[config.mk]
export PLATFORM = sky130hd
export DESIGN_NAME = sd_init_sequencer_flat
export DESIGN_NICKNAME = d
export VERILOG_FILES = /design/src/rtl/sd_init_sequencer_if.sv /design/src/rtl/sd_init_sequencer.sv /design/src/flat_wrapper.sv
export SDC_FILE = /design/constraint.sdc
export NUM_CORES = 1
export LEC_CHECK = 0
export CORE_MARGIN = 3
export CORE_UTILIZATION = 47
export DETAILED_ROUTE_END_ITERATION = 16
export PLACE_DENSITY_LB_ADDON = 0.25
export SLEW_MARGIN = 10
export SYNTH_ARGS = -nofsm -noshare
export SYNTH_HDL_FRONTEND = slang
export SYNTH_SLANG_ARGS = --single-unit
[constraint.sdc]
create_clock -name clk -period 3.5 [get_ports clk]
set_clock_uncertainty 0.05 [all_clocks]
set_input_delay 0.7 -clock clk [delete_from_list [all_inputs] [get_ports clk]]
set_output_delay 0.7 -clock clk [all_outputs]
set_load 0.03 [all_outputs]
[src/rtl/sd_init_sequencer_if.sv]
// Link between the SD init sequencer and the SPI side: command engine,
// dummy-clock generator and the card chip select.
interface sd_init_sequencer_if;
  logic        cs_n;
  logic        dummy_start;
  logic [7:0]  dummy_count;
  logic        dummy_done;
  logic        sd_start;
  logic [5:0]  sd_cmd;
  logic [31:0] sd_arg;
  logic [6:0]  sd_crc;
  logic [2:0]  sd_nresponse;
  logic        sd_done;
  logic [7:0]  sd_r1;
  logic [31:0] sd_resp;

  modport master (
    output cs_n, dummy_start, dummy_count, sd_start, sd_cmd, sd_arg, sd_crc, sd_nresponse,
    input  dummy_done, sd_done, sd_r1, sd_resp
  );

  modport slave (
    input  cs_n, dummy_start, dummy_count, sd_start, sd_cmd, sd_arg, sd_crc, sd_nresponse,
    output dummy_done, sd_done, sd_r1, sd_resp
  );
endinterface

[src/rtl/sd_init_sequencer.sv]
// SD-card SPI-mode power-up sequencer: dummy clocks, CMD0, CMD8, CMD55/ACMD41 poll,
// CMD58, then reports ready, card type and capacity class or an error code.
module sd_init_sequencer #(
  parameter int DUMMY_BYTES    = 10,
  parameter int ACMD41_RETRIES = 1000,
  parameter int CMD_TIMEOUT    = 65535
) (
  input  logic                       clk,
  input  logic                       rst_n,
  input  logic                       init_start,
  output logic                       init_busy,
  output logic                       init_done,
  output logic                       init_error,
  output logic [2:0]                 err_code,
  output logic                       card_v2,
  output logic                       card_hc,
  sd_init_sequencer_if.master        sd_if
);

  localparam int RW = $clog2(ACMD41_RETRIES + 1);
  localparam int TW = $clog2(CMD_TIMEOUT + 1);
  localparam logic [RW-1:0] RETRY_LAST = RW'(ACMD41_RETRIES - 1);
  localparam logic [TW-1:0] TIMER_LAST = TW'(CMD_TIMEOUT - 1);

  localparam logic [2:0] ERR_CMD0    = 3'd1;
  localparam logic [2:0] ERR_CMD8    = 3'd2;
  localparam logic [2:0] ERR_R1      = 3'd3;
  localparam logic [2:0] ERR_RETRIES = 3'd4;
  localparam logic [2:0] ERR_TIMEOUT = 3'd5;
  localparam logic [2:0] ERR_CMD58   = 3'd6;

  typedef enum logic [3:0] {
    IDLE, DUMMY_ISSUE, DUMMY_WAIT,
    CMD0_ISSUE, CMD0_WAIT, CMD8_ISSUE, CMD8_WAIT,
    CMD55_ISSUE, CMD55_WAIT, ACMD41_ISSUE, ACMD41_WAIT,
    CMD58_ISSUE, CMD58_WAIT, DONE, ERROR
  } state_t;

  state_t        state_q, state_d;
  logic          init_busy_q, init_busy_d;
  logic          init_done_q, init_done_d;
  logic          init_error_q, init_error_d;
  logic [2:0]    err_code_q, err_code_d;
  logic          card_v2_q, card_v2_d;
  logic          card_hc_q, card_hc_d;
  logic          cs_n_q, cs_n_d;
  logic          dummy_start_q, dummy_start_d;
  logic          sd_start_q, sd_start_d;
  logic [5:0]    sd_cmd_q, sd_cmd_d;
  logic [31:0]   sd_arg_q, sd_arg_d;
  logic [6:0]    sd_crc_q, sd_crc_d;
  logic [2:0]    sd_nresp_q, sd_nresp_d;
  logic [TW-1:0] timer_q, timer_d;
  logic [RW-1:0] retry_q, retry_d;
  logic          go_done;
  logic          go_error;
  logic [2:0]    fail_code;

  always_comb begin
    state_d       = state_q;
    init_busy_d   = init_busy_q;
    init_done_d   = init_done_q;
    init_error_d  = init_error_q;
    err_code_d    = err_code_q;
    card_v2_d     = card_v2_q;
    card_hc_d     = card_hc_q;
    cs_n_d        = cs_n_q;
    dummy_start_d = 1'b0;
    sd_start_d    = 1'b0;
    sd_cmd_d      = sd_cmd_q;
    sd_arg_d      = sd_arg_q;
    sd_crc_d      = sd_crc_q;
    sd_nresp_d    = sd_nresp_q;
    timer_d       = timer_q;
    retry_d       = retry_q;
    go_done       = 1'b0;
    go_error      = 1'b0;
    fail_code     = 3'd0;

    case (state_q)
      IDLE, DONE, ERROR: begin
        if (init_start) begin
          init_busy_d   = 1'b1;
          init_done_d   = 1'b0;
          init_error_d  = 1'b0;
          err_code_d    = 3'd0;
          card_v2_d     = 1'b0;
          card_hc_d     = 1'b0;
          cs_n_d        = 1'b1;
          retry_d       = '0;
          dummy_start_d = 1'b1;
          state_d       = DUMMY_ISSUE;
        end
      end

      DUMMY_ISSUE: begin
        timer_d = '0;
        state_d = DUMMY_WAIT;
      end

      DUMMY_WAIT: begin
        if (sd_if.dummy_done) begin
          cs_n_d  = 1'b0;
          state_d = CMD0_ISSUE;
        end else if (timer_q == TIMER_LAST) begin
          go_error  = 1'b1;
          fail_code = ERR_TIMEOUT;
        end else begin
          timer_d = timer_q + 1'b1;
        end
      end

      CMD0_ISSUE, CMD8_ISSUE, CMD55_ISSUE, ACMD41_ISSUE, CMD58_ISSUE: begin
        sd_start_d = 1'b1;
        timer_d    = '0;
        sd_arg_d   = 32'h0;
        sd_nresp_d = 3'd0;
        case (state_q)
          CMD0_ISSUE: begin
            sd_cmd_d = 6'd0;
            sd_crc_d = 7'h4A;
            state_d  = CMD0_WAIT;
          end
          CMD8_ISSUE: begin
            sd_cmd_d   = 6'd8;
            sd_arg_d   = 32'h0000_01AA;
            sd_crc_d   = 7'h43;
            sd_nresp_d = 3'd4;
            state_d    = CMD8_WAIT;
          end
          CMD55_ISSUE: begin
            sd_cmd_d = 6'd55;
            sd_crc_d = 7'h32;
            state_d  = CMD55_WAIT;
          end
          ACMD41_ISSUE: begin
            sd_cmd_d = 6'd41;
            sd_arg_d = card_v2_q ? 32'h4000_0000 : 32'h0;
            sd_crc_d = 7'h3B;
            state_d  = ACMD41_WAIT;
          end
          default: begin
            sd_cmd_d   = 6'd58;
            sd_crc_d   = 7'h7E;
            sd_nresp_d = 3'd4;
            state_d    = CMD58_WAIT;
          end
        endcase
      end

      CMD0_WAIT, CMD8_WAIT, CMD55_WAIT, ACMD41_WAIT, CMD58_WAIT: begin
        // A done pulse takes priority over the timeout limit in the same cycle.
        if (sd_if.sd_done) begin
          case (state_q)
            CMD0_WAIT: begin
              if (sd_if.sd_r1 == 8'h01) state_d = CMD8_ISSUE;
              else begin go_error = 1'b1; fail_code = ERR_CMD0; end
            end
            CMD8_WAIT: begin
              if (sd_if.sd_r1 == 8'h01 && sd_if.sd_resp[11:0] == 12'h1AA) begin
                card_v2_d = 1'b1;
                state_d   = CMD55_ISSUE;
              end else if (sd_if.sd_r1 == 8'h05) begin
                card_v2_d = 1'b0;
                state_d   = CMD55_ISSUE;
              end else begin
                go_error  = 1'b1;
                fail_code = ERR_CMD8;
              end
            end
            CMD55_WAIT: begin
              if (sd_if.sd_r1 == 8'h00 || sd_if.sd_r1 == 8'h01) state_d = ACMD41_ISSUE;
              else begin go_error = 1'b1; fail_code = ERR_R1; end
            end
            ACMD41_WAIT: begin
              if (sd_if.sd_r1 == 8'h00) begin
                if (card_v2_q) state_d = CMD58_ISSUE;
                else begin go_done = 1'b1; card_hc_d = 1'b0; end
              end else if (sd_if.sd_r1 == 8'h01) begin
                retry_d = retry_q + 1'b1;
                if (retry_q == RETRY_LAST) begin
                  go_error  = 1'b1;
                  fail_code = ERR_RETRIES;
                end else begin
                  state_d = CMD55_ISSUE;
                end
              end else begin
                go_error  = 1'b1;
                fail_code = ERR_R1;
              end
            end
            default: begin
              if (sd_if.sd_r1 == 8'h00) begin
                card_hc_d = sd_if.sd_resp[30];
                go_done   = 1'b1;
              end else begin
                go_error  = 1'b1;
                fail_code = ERR_CMD58;
              end
            end
          endcase
        end else if (timer_q == TIMER_LAST) begin
          go_error  = 1'b1;
          fail_code = ERR_TIMEOUT;
        end else begin
          timer_d = timer_q + 1'b1;
        end
      end

      default: state_d = IDLE;
    endcase

    if (go_done) begin
      state_d     = DONE;
      init_done_d = 1'b1;
      init_busy_d = 1'b0;
      cs_n_d      = 1'b1;
    end
    if (go_error) begin
      state_d      = ERROR;
      init_error_d = 1'b1;
      init_busy_d  = 1'b0;
      cs_n_d       = 1'b1;
      err_code_d   = fail_code;
    end
  end

  always_ff @(posedge clk or negedge rst_n) begin
    if (!rst_n) begin
      state_q       <= IDLE;
      init_busy_q   <= 1'b0;
      init_done_q   <= 1'b0;
      init_error_q  <= 1'b0;
      err_code_q    <= 3'd0;
      card_v2_q     <= 1'b0;
      card_hc_q     <= 1'b0;
      cs_n_q        <= 1'b1;
      dummy_start_q <= 1'b0;
      sd_start_q    <= 1'b0;
      sd_cmd_q      <= 6'd0;
      sd_arg_q      <= 32'h0;
      sd_crc_q      <= 7'h0;
      sd_nresp_q    <= 3'd0;
      timer_q       <= '0;
      retry_q       <= '0;
    end else begin
      state_q       <= state_d;
      init_busy_q   <= init_busy_d;
      init_done_q   <= init_done_d;
      init_error_q  <= init_error_d;
      err_code_q    <= err_code_d;
      card_v2_q     <= card_v2_d;
      card_hc_q     <= card_hc_d;
      cs_n_q        <= cs_n_d;
      dummy_start_q <= dummy_start_d;
      sd_start_q    <= sd_start_d;
      sd_cmd_q      <= sd_cmd_d;
      sd_arg_q      <= sd_arg_d;
      sd_crc_q      <= sd_crc_d;
      sd_nresp_q    <= sd_nresp_d;
      timer_q       <= timer_d;
      retry_q       <= retry_d;
    end
  end

  assign init_busy          = init_busy_q;
  assign init_done          = init_done_q;
  assign init_error         = init_error_q;
  assign err_code           = err_code_q;
  assign card_v2            = card_v2_q;
  assign card_hc            = card_hc_q;
  assign sd_if.cs_n         = cs_n_q;
  assign sd_if.dummy_start  = dummy_start_q;
  assign sd_if.dummy_count  = 8'(DUMMY_BYTES);
  assign sd_if.sd_start     = sd_start_q;
  assign sd_if.sd_cmd       = sd_cmd_q;
  assign sd_if.sd_arg       = sd_arg_q;
  assign sd_if.sd_crc       = sd_crc_q;
  assign sd_if.sd_nresponse = sd_nresp_q;

endmodule
[src/flat_wrapper.sv]
// flat-port wrapper written by rule: the top's interface ports become plain ports
module sd_init_sequencer_flat 
#(
  parameter int DUMMY_BYTES    = 10,
  parameter int ACMD41_RETRIES = 1000,
  parameter int CMD_TIMEOUT    = 65535
)
  (clk, rst_n, init_start, init_busy, init_done, init_error, err_code, card_v2, card_hc, sd_if_cs_n, sd_if_dummy_start, sd_if_dummy_count, sd_if_sd_start, sd_if_sd_cmd, sd_if_sd_arg, sd_if_sd_crc, sd_if_sd_nresponse, sd_if_dummy_done, sd_if_sd_done, sd_if_sd_r1, sd_if_sd_resp);
  sd_init_sequencer_if sd_if_i ();
  input  logic clk;
  input  logic rst_n;
  input  logic init_start;
  output logic init_busy;
  output logic init_done;
  output logic init_error;
  output logic [2:0] err_code;
  output logic card_v2;
  output logic card_hc;
  output wire logic [$bits(sd_if_i.cs_n)-1:0] sd_if_cs_n;
  output wire logic [$bits(sd_if_i.dummy_start)-1:0] sd_if_dummy_start;
  output wire logic [$bits(sd_if_i.dummy_count)-1:0] sd_if_dummy_count;
  output wire logic [$bits(sd_if_i.sd_start)-1:0] sd_if_sd_start;
  output wire logic [$bits(sd_if_i.sd_cmd)-1:0] sd_if_sd_cmd;
  output wire logic [$bits(sd_if_i.sd_arg)-1:0] sd_if_sd_arg;
  output wire logic [$bits(sd_if_i.sd_crc)-1:0] sd_if_sd_crc;
  output wire logic [$bits(sd_if_i.sd_nresponse)-1:0] sd_if_sd_nresponse;
  input wire logic [$bits(sd_if_i.dummy_done)-1:0] sd_if_dummy_done;
  input wire logic [$bits(sd_if_i.sd_done)-1:0] sd_if_sd_done;
  input wire logic [$bits(sd_if_i.sd_r1)-1:0] sd_if_sd_r1;
  input wire logic [$bits(sd_if_i.sd_resp)-1:0] sd_if_sd_resp;
  assign sd_if_cs_n = sd_if_i.cs_n;
  assign sd_if_dummy_start = sd_if_i.dummy_start;
  assign sd_if_dummy_count = sd_if_i.dummy_count;
  assign sd_if_sd_start = sd_if_i.sd_start;
  assign sd_if_sd_cmd = sd_if_i.sd_cmd;
  assign sd_if_sd_arg = sd_if_i.sd_arg;
  assign sd_if_sd_crc = sd_if_i.sd_crc;
  assign sd_if_sd_nresponse = sd_if_i.sd_nresponse;
  assign sd_if_i.dummy_done = sd_if_dummy_done;
  assign sd_if_i.sd_done = sd_if_sd_done;
  assign sd_if_i.sd_r1 = sd_if_sd_r1;
  assign sd_if_i.sd_resp = sd_if_sd_resp;
  sd_init_sequencer #(.DUMMY_BYTES(DUMMY_BYTES), .ACMD41_RETRIES(ACMD41_RETRIES), .CMD_TIMEOUT(CMD_TIMEOUT)) u_core (.clk(clk), .rst_n(rst_n), .init_start(init_start), .init_busy(init_busy), .init_done(init_done), .init_error(init_error), .err_code(err_code), .card_v2(card_v2), .card_hc(card_hc), .sd_if(sd_if_i));
endmodule
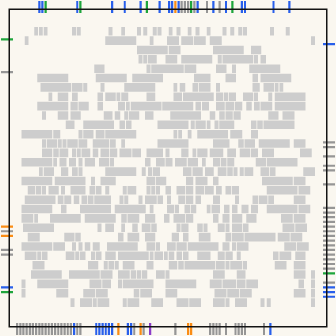
Fig. 1. Pin map (run 1).
Pins as bars across the die edge, other pins in grey.
sd_if_sd_crc: shown in orange, pins 7, direction output, edge 4 bottom, 2 left, 1 top. sd_if_dummy_count: shown in green, pins 8, direction output, edge 5 top, 2 left, 1 right. init_start: shown in purple, pins 1, direction input, edge bottom. sd_if_sd_arg: shown in blue, pins 32, direction output, edge 17 top, 10 bottom, 4 right, 1 left.
DIE WIDTH: 91.9 um
Port Buf Inserts: 56

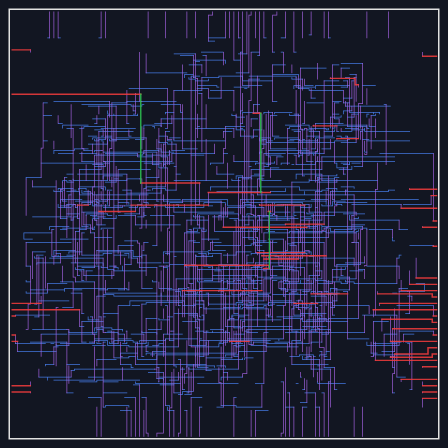
Fig. 2. Wiring by layer (run 1).
metal 3: shown in red, wire length 420 um. metal 1: shown in blue, wire length 3390 um. metal 2: shown in purple, wire length 3900 um. metal 4: shown in green, wire length 48.3 um.
total track usage: 18.7%
routed length per instance: 14.2 um
DR vias: 2913
total wire length: 7.76 mm

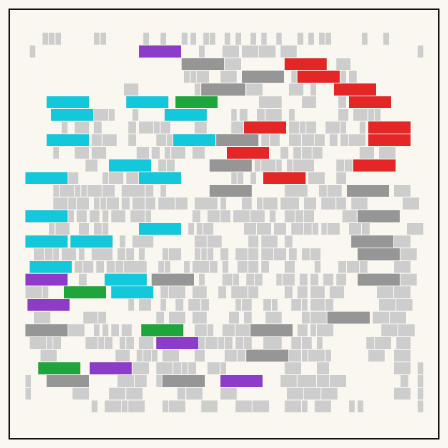
Fig. 3. Sequential cells coloured by netlist name (run 1).
u_core.sd_if.sd_crc: shown in purple, sequential cells 6. u_core.timer_q: shown in cyan, sequential cells 16. u_core.sd_if.sd_cmd: shown in green, sequential cells 4. u_core.retry_q: shown in red, sequential cells 10, where top right.
Another 18 sequential cells are not coloured.
Util after Layout: 58.0%
Seq power: 0.971 mW
flip-flop and latch area: 1350 um^2
sequential share of cell area: 33.4%

==> out/results.ini, run 1 <==
[setup_path]
cp.arrival_ns=3.28
crit_type=input port to flip-flop
cp-start-kind=input port
critPathRequiredTime_ns=3.63
path_max_fanout=5

[pwr]
p_clk_share_pct=11.5
power.leakage_nw=1.75
clk-power_mw=0.344
maxPowerGroup=combinational logic
power_switching_mw=1.40
p_sw_share_pct=46.7
peakVddDrop_mv=0.435
total_power_mw=2.99
power-per-cell-area_nw_per_um2=738

[sta]
finalCritPeriodShare_pct=90.0
worstMarginPinSlew_ns=0.743
grt_setup_unrepaired=no
holdWs_ns=0.401
slew_violations=0
setup_violations=0
timing.slew.headroom_pct=50.4

[yosys]
synth-edff-count=0
synth_cell_types=63
synthArstFlopShare_pct=100
ys_area_um2=3460
synth_warnings=0
ys_seq_share_pct=39.0
synth_stat.cells=403
syn-instance-count=403
avgSynthCellArea_um2=8.60

[grt]
antenna_found_initial=0
grt_max_degree=34

[clock_network]
htree_levels=2
cts.sinks=54
hold_buffers=0
cts_resized=0
clockBufferDepth=2
clockRootBuffer=clkbuf_8
numCtsBuffers=5

[layout]
drive_gt1_share_pct=7.32
lay_top_count=clkdlybuf4s50_1
area_growth_pct=17.0

[drt]
drc=0
vias_per_cell=5.33
drtAntennaViolNets=0

[run_status]
outcome=complete, no violations

[die]
rows=30

[placed_design]
hpwlAfterDp_mm=5.85
gp_congestion=0.887

[job]
tool_warnings=46

run 1: flip-flops by register name, summed over array words and instances, names as in the netlist:
name,count
u_core.init_busy,1
u_core.sd_if.sd_crc,6
u_core.card_v2,1
u_core.card_hc,1
u_core.sd_if.sd_arg,2
u_core.init_done,1
u_core.sd_if.sd_cmd,4
u_core.retry_q,10
u_core.state_q,4
u_core.sd_if.dummy_start,1
u_core.init_error,1
u_core.timer_q,16
u_core.err_code,3
u_core.sd_if.cs_n,1
u_core.sd_if.sd_start,1
u_core.sd_if.sd_nresponse,1
run 1: per-layer routing:
layer	wire (um)	track usage, %
met1	3390	24.8
met2	3900	31.5
met3	419	3.69
met4	48	4.08
met5	0	0
run 1: logic make-up after synthesis:
group	Yosys count	synth area share [%]
AOI/OAI and AO/OA	85	16.1
xor gates and xnor gates	18	4.55
adders and majority gates	3	1.08
buffers and inverters	79	13.5
DFF	54	39.0
muxes	1	0.289
other	2	0.217
and+or+nand+nor	161	25.2
run 1: area by class of cell:
type | count | area (um^2)
clock inverter | 2 | 15.0
fill | 657 | 2930
inverter | 14 | 52.6
multi-input combinational | 304 | 1770
tap | 96 | 120
timing repair buffer | 71 | 668
clock buffer | 6 | 72.6
sequential | 54 | 1350
run 1: critical path: stages:
cell and delay, ns:
clkdlybuf4s50_1 0.40, or4_4 0.53, or4b_1 0.63, o21ai_1 0.16
or4b_1 0.52, o31ai_1 0.22, o311ai_1 0.12
run 1: worst paths after layout:
kind | slack [ns] | endpoint | cells past startpoint | from
setup reg to reg | 0.75 | u_core.state_q[2] | 6 | u_core.state_q[1]
hold / removal | 0.40 | u_core.card_v2 | 1 | rst_n
max in group asynchronous | 2.33 | u_core.timer_q[12] | 2 | rst_n
hold reg to reg | 0.45 | u_core.sd_if.sd_crc[1] | 1 | u_core.sd_if.sd_crc[1]
setup / recovery | 0.35 | u_core.state_q[2] | 7 | sd_if_sd_r1[1]
min in group clk | 0.45 | u_core.sd_if.sd_crc[1] | 1 | u_core.sd_if.sd_crc[1]
run 1: cell usage after synthesis, types with 3 or more instances:
cell type | n | area, um^2
a211o_1 | 3 | 26.3
nand2_1 | 32 | 120
buf_4 | 43 | 323
nand4_1 | 8 | 50.1
nor2_1 | 38 | 143
a22o_1 | 3 | 26.3
nand2b_1 | 9 | 56.3
clkbuf_1 | 16 | 60.1
inv_1 | 14 | 52.6
nor3_1 | 3 | 15.0
nand3_1 | 21 | 105
and2_1 | 3 | 18.8
nand4b_1 | 3 | 26.3
xnor2_1 | 8 | 70.1
or4_1 | 4 | 30.0
a21oi_1 | 18 | 90.1
buf_1 | 3 | 11.3
xor2_1 | 10 | 87.6
o31ai_1 | 3 | 22.5
or3_1 | 7 | 43.8
dfrtp_1 | 53 | 1330
nor4_1 | 4 | 25.0
o21ai_0 | 26 | 130
nor3_2 | 3 | 30.0
o211ai_1 | 7 | 52.6
ha_1 | 3 | 37.5
and3_1 | 7 | 43.8
run 1: through the flow:
step | utilization, % | instance area, um^2
floorplan | - | 3590
finish | 58.0 | 4050
global placement | 56.8 | 3970
detailed placement | 56.8 | 3970
global route | 58.0 | 4050
CTS | 58.0 | 4050
Fig. 4: run 1, clock nets
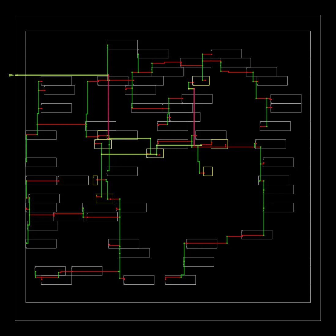

==> run 1 -> run 2 <==
ABC_AREA = 1   (was not set)
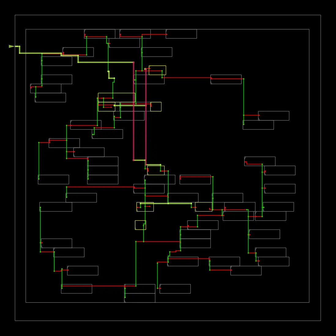
Fig. 5. Clock nets (run 2).
sequential cells: 54
Worst-Skew Late Latency: 0.31 ns

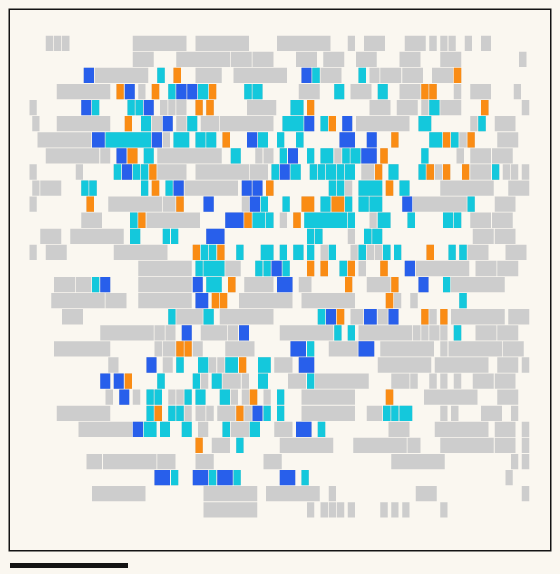
Fig. 6. Gate families picked out (run 2).
The bar under the picture is 20 um long.
inverting AOI/OAI gates: shown in blue, cells 54. NAND gates: shown in cyan, cells 145. inverters: shown in orange, cells 59.
Comb/total area: 40.2%
Top cell excl fill/tap: nand2_1
final std cells w/o fill: 603

==> run 2 against run 1 <==
Compared with the run above:
- register-to-register slack improved by 0.29 ns
- largest power group unchanged
- combinational power rose by about 10%
- non-clock buffer count fell by 13
- sequential share of layout area rose by 0.48 points
- final cell count rose by 10%
- first-iteration DRC count fell by 38%
- hold slack improved by 0.015 ns
- synthesized area fell by 1.3%
- largest cell class unchanged
- design area fell by 1.4%
- core utilization fell by 0.20 points
==> out/results.ini, run 2 <==
[run_status]
outcome=complete, no violations

[pwr]
p_clk_share_pct=13.7

[job]
tool_warnings=46

[sta]
setup_violations=0
worstMarginPinSlew_ns=0.798
timing.slew.headroom_pct=46.8
holdWs_ns=0.417
grt_setup_unrepaired=no

[yosys]
ys_sh_xor_pct=2.30
syn-instance-count=454
synthAoiAreaFrac_pct=9.51
synth.largest_area_cell=dfrtp_1
avgSynthCellArea_um2=7.53
area_leaders=dfrtp_1, nand2_1, buf_4
yosysMostFrequentCell=nand2_1
ys_top_cells_by_count=nand2_1, dfrtp_1, nor2_1
synthArstFlopShare_pct=100
synth_stat.cells=454

[layout]
largest-register=u_core.timer_q
seqCellArea_um2=1350
final-comb-area_um2=1610
stdcell_area_um2=4000
area_growth_pct=16.8

[clock_network]
cts_resized=0
htree_levels=2
clockBufferDepth=2
hold_buffers=0

[die]
rows=30

[grt]
track_usage_pct=18.2
antenna_found_initial=0

[drt]
wl_per_cell_um=12.3
wl_mm=7.41
drtAntennaViolNets=0
vias_per_cell=4.92

[placed_design]
dpl-instance-area_um2=3880
gp_congestion=0.910

[setup_path]
cp-start-kind=flip-flop
critPathRequiredTime_ns=3.70

==> run 2: cell types whose count changed in the layout (fill, tap and decap cells not counted), sizes merged, moves of 7 or more <==
cell | previous run | this run
nor3 | 6 | 17
inv | 14 | 59
nor2 | 38 | 57
or3 | 7 | 0
xnor2 | 8 | 0
nand2b | 9 | 0
and3 | 7 | 0
nand2 | 32 | 99
buf | 16 | 3
nand3 | 21 | 35
==> run 2: metal layers <==
layer / routed length, um / share of wire [%] / vias up / global-route usage, %
met4: 82 / 1.1 / 0 / 4.65
met5: 0 / 0 / - / 0
li1: - / - / 1493 / -
met2: 3510 / 47 / 100 / 30.5
met3: 464 / 6.3 / 9 / 4.06
met1: 3350 / 45 / 1362 / 23.7
==> run 2: cells by family after synthesis <==
logic type,Yosys count
AND/OR/NAND/NOR,224
buffers and inverters,106
AND-OR/OR-AND,56
XOR/XNOR,9
adder cells (fa/ha/maj),3
flip-flops,54
other,2
==> run 2: path summary, 6_finish.rpt <==
path,start,cells past startpoint,end
setup / recovery,u_core.state_q[3],11,u_core.timer_q[7]
hold / removal,rst_n,1,u_core.sd_if.sd_cmd[2]
setup reg to reg,u_core.state_q[3],11,u_core.timer_q[7]
hold reg to reg,u_core.sd_if.sd_crc[1],1,u_core.sd_if.sd_crc[1]
max in group asynchronous,rst_n,2,u_core.state_q[0]
min in group clk,u_core.sd_if.sd_crc[1],1,u_core.sd_if.sd_crc[1]
==> run 2: critical path, stage by stage, from the launching register on <==
cell and delay [ns]:
dfrtp_1 0.47, nand2_1 0.11, inv_1 0.07, nor2_2 0.34, inv_1 0.25, nand2_1 0.13
nand3_2 0.31, inv_2 0.26, nand2_1 0.14, nor2_1 0.10, o21ai_0 0.07, nor2_1 0.10
==> run 2: layout make-up <==
cell class | instances | area share [%]
tap | 96 | 3.01
multi-input combinational | 328 | 40.2
inverter | 59 | 5.70
timing repair buffer | 58 | 14.3
sequential | 54 | 33.9
clock inverter | 3 | 1.19
clock buffer | 5 | 1.72
==> run 2: power groups by stage <==
| stage | registers, mW | logic [mW] | clock network (mW) |
|---|---|---|---|
| floorplan | 1.14 | 1.22 | 0 |
| global placement | 0.948 | 1.80 | 0 |
| detailed placement | 0.954 | 1.84 | 0 |
| CTS | 0.943 | 1.84 | 0.454 |
| global route | 0.966 | 2.03 | 0.474 |
| finish | 0.943 | 1.83 | 0.440 |
==> run 2: through the flow <==
step	cells	util (%)	setup slack (ns)
2_1_floorplan	488	-	1.50
3_3_place_gp	595	56.2	0.752
3_5_place_dp	595	56.2	0.705
4_1_cts	603	57.8	1.01
5_1_grt	603	57.8	0.673
6_report	603	57.8	1.04
Fig. 7: run 2, pin map
Pins as bars across the die edge, other pins in grey.
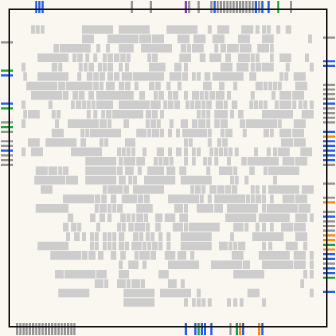

==> run 2 -> run 3 <==
clock period = 2.3 ns   (was 3.5 ns; I/O delays follow)
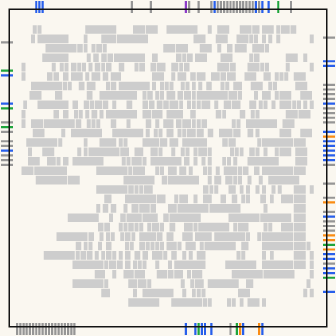
Fig. 8. Pin map (run 3).
Pins as bars across the die edge, other pins in grey.
sd_if_sd_crc: shown in orange, pins 7, direction output, edge 5 right, 2 bottom. sd_if_sd_arg: shown in blue, pins 32, direction output, edge 15 right, 7 bottom, 7 top, 3 left. init_start: shown in purple, pins 1, direction input, edge top. sd_if_dummy_count: shown in green, pins 8, direction output, edge 3 left, 2 right, 2 bottom, 1 top.
All pins by edge: 39 right, 31 bottom, 28 top, 14 left.
die y size: 91.3 um
DIE WIDTH: 91.3 um

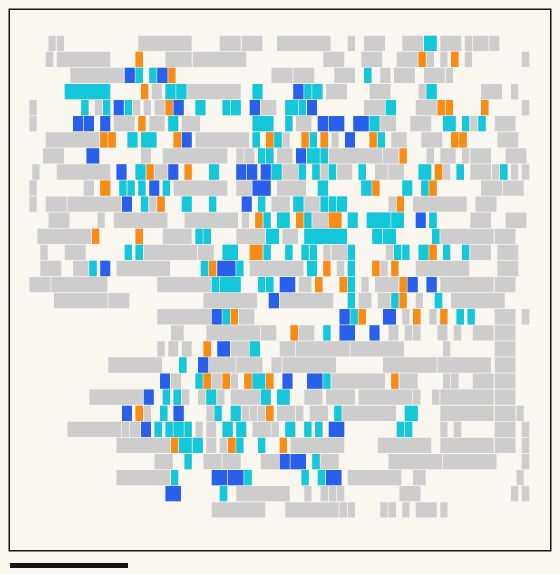
Fig. 9. Gate families picked out (run 3).
The bar under the picture is 20 um long.
inverters: shown in orange, cells 59. NAND gates: shown in cyan, cells 145. inverting AOI/OAI gates: shown in blue, cells 54.
Comb/total area: 38.9%
final std cells w/o fill: 622

==> run 3 against run 2 <==
Compared with the run above:
- hold slack worse by 0.21 ns
- synthesized cell count unchanged
- clock-buffer cell count unchanged
- final cell count increased by 3.2%
- register-to-register slack worse by 0.80 ns
- setup slack worse by 0.88 ns
- critical path depth is 4 higher
- design area up 3.7%
- combinational power increased by 63%
- critical path type is now input port to flip-flop
- flip-flop count unchanged
==> out/results.ini, run 3 <==
[setup_path]
path_max_fanout=4
crit_type=input port to flip-flop
critPathRequiredTime_ns=2.44
rrSetupSlack_ns=0.24
cp-start-kind=input port

[sta]
slew_violations=0
worstMarginPinSlew_ns=0.677
setup_violations=0
timing.slew.headroom_pct=54.8
grt_setup_unrepaired=yes

[drt]
wl_mm=7.52
wl_per_cell_um=12.1
vias=3060
vias_per_cell=4.92

[job]
tool_warnings=47

[layout]
final-comb-area_um2=1610
area_growth_pct=21.1
stdcell_area_um2=4140
drive_gt1_share_pct=11.2
largest_reg_flops=16
seqCellArea_um2=1350

[placed_design]
gp_congestion=0.881
placedCellCount=614

[grt]
antenna_found_initial=0
grt_max_degree=55
track_usage_pct=18.3

[pwr]
peakVddDrop_mv=0.567
power-per-cell-area_nw_per_um2=1230

[clock_network]
hold_buffers=0
clkLatencyLatePin_ns=0.31
numCtsBuffers=5
cts.sinks=54

[run_status]
outcome=complete, no violations

[yosys]
area_leaders=dfrtp_1, nand2_1, buf_4
synth_cell_types=43
synth_stat.cells=454
synth.largest_area_cell=dfrtp_1
ys_area_um2=3420
synth_warnings=0
ys_top_cells_by_count=nand2_1, dfrtp_1, nor2_1
top_cell_area_share_pct=38.8

## run 3: cell counts after synthesis
No cell type changed its count.
## run 3: layout make-up
cell class / count / share of cell area [%]
well taps: 96 / 2.90
clock buffers: 5 / 1.66
flip-flops and latches: 54 / 32.6
multi-input cells: 328 / 38.9
repair buffers: 77 / 17.2
clock inverters: 3 / 1.15
inverters: 59 / 5.50
## run 3: path summary, 6_finish.rpt
kind | from | end | depth (start not counted)
worst min-delay path | rst_n | u_core.card_hc | 2
max in group asynchronous | rst_n | u_core.timer_q[10] | 2
worst min register to register | u_core.sd_if.sd_cmd[0] | u_core.sd_if.sd_cmd[0] | 2
worst max-delay path | sd_if_sd_r1[0] | u_core.state_q[3] | 15
min in group clk | u_core.sd_if.sd_cmd[0] | u_core.sd_if.sd_cmd[0] | 2
worst max register to register | u_core.state_q[3] | u_core.state_q[1] | 12
## run 3: power breakdown
group          switching [mW]  internal, mW
Sequential              0.214          1.23
Clock                   0.339         0.331
Combinational            1.92          1.07
Total                    2.47          2.62
## run 3: kinds of logic (layout without fill, tap and decap cells)
family                   count (synthesis)  after routing  synth area share (%)
other                                    2             36                 0.220
AND-OR/OR-AND                           56             56                  9.51
buffers and inverters                  106            144                  17.2
flip-flops                              54             54                  39.5
XOR/XNOR                                 9              9                  2.30
AND/OR/NAND/NOR                        224            224                  30.1
adder cells (fa/ha/maj)                  3              3                  1.10
## run 3: layer usage
layer	global-route usage, %	up-vias	share of wire, %
li1	-	1535	-
met1	24.2	1421	45
met2	31.1	98	48
met3	3.65	6	6.3
met4	3.77	0	0.86
met5	0	-	0
## run 3: worst max-delay path: stages
cell,delay (ns)
clkdlybuf4s50_1,0.47
nand2_1,0.08
nor2_1,0.14
nand2_2,0.09
nand3_1,0.14
nand2_1,0.09
nor2_1,0.09
nand2_1,0.06
nand2_1,0.06
nand2_1,0.08
nand2_1,0.09
nand2_1,0.07
nor2_1,0.12
buf_4,0.16
o211ai_1,0.08
## run 3: repair_timing
item	CTS	global route
setup endpoints to repair	0	6
resized	0	3
buffers inserted	0	0
## run 3: per-stage QoR
stage	worst slack, ns	power (mW)	TNS (ns)	utilization [%]	hold WS [ns]
6_report	0.159	5.09	0	60.0	0.210
3_5_place_dp	-0.0960	4.42	-0.384	58.2	0.408
2_1_floorplan	0.523	3.59	0	-	0.114
4_1_cts	0.184	5.11	0	59.9	0.244
3_3_place_gp	-0.0272	4.36	-0.0339	58.2	0.405
5_1_grt	-0.0175	5.47	-0.0175	60.0	0.276
Power is estimated from default activity; no workload was simulated.
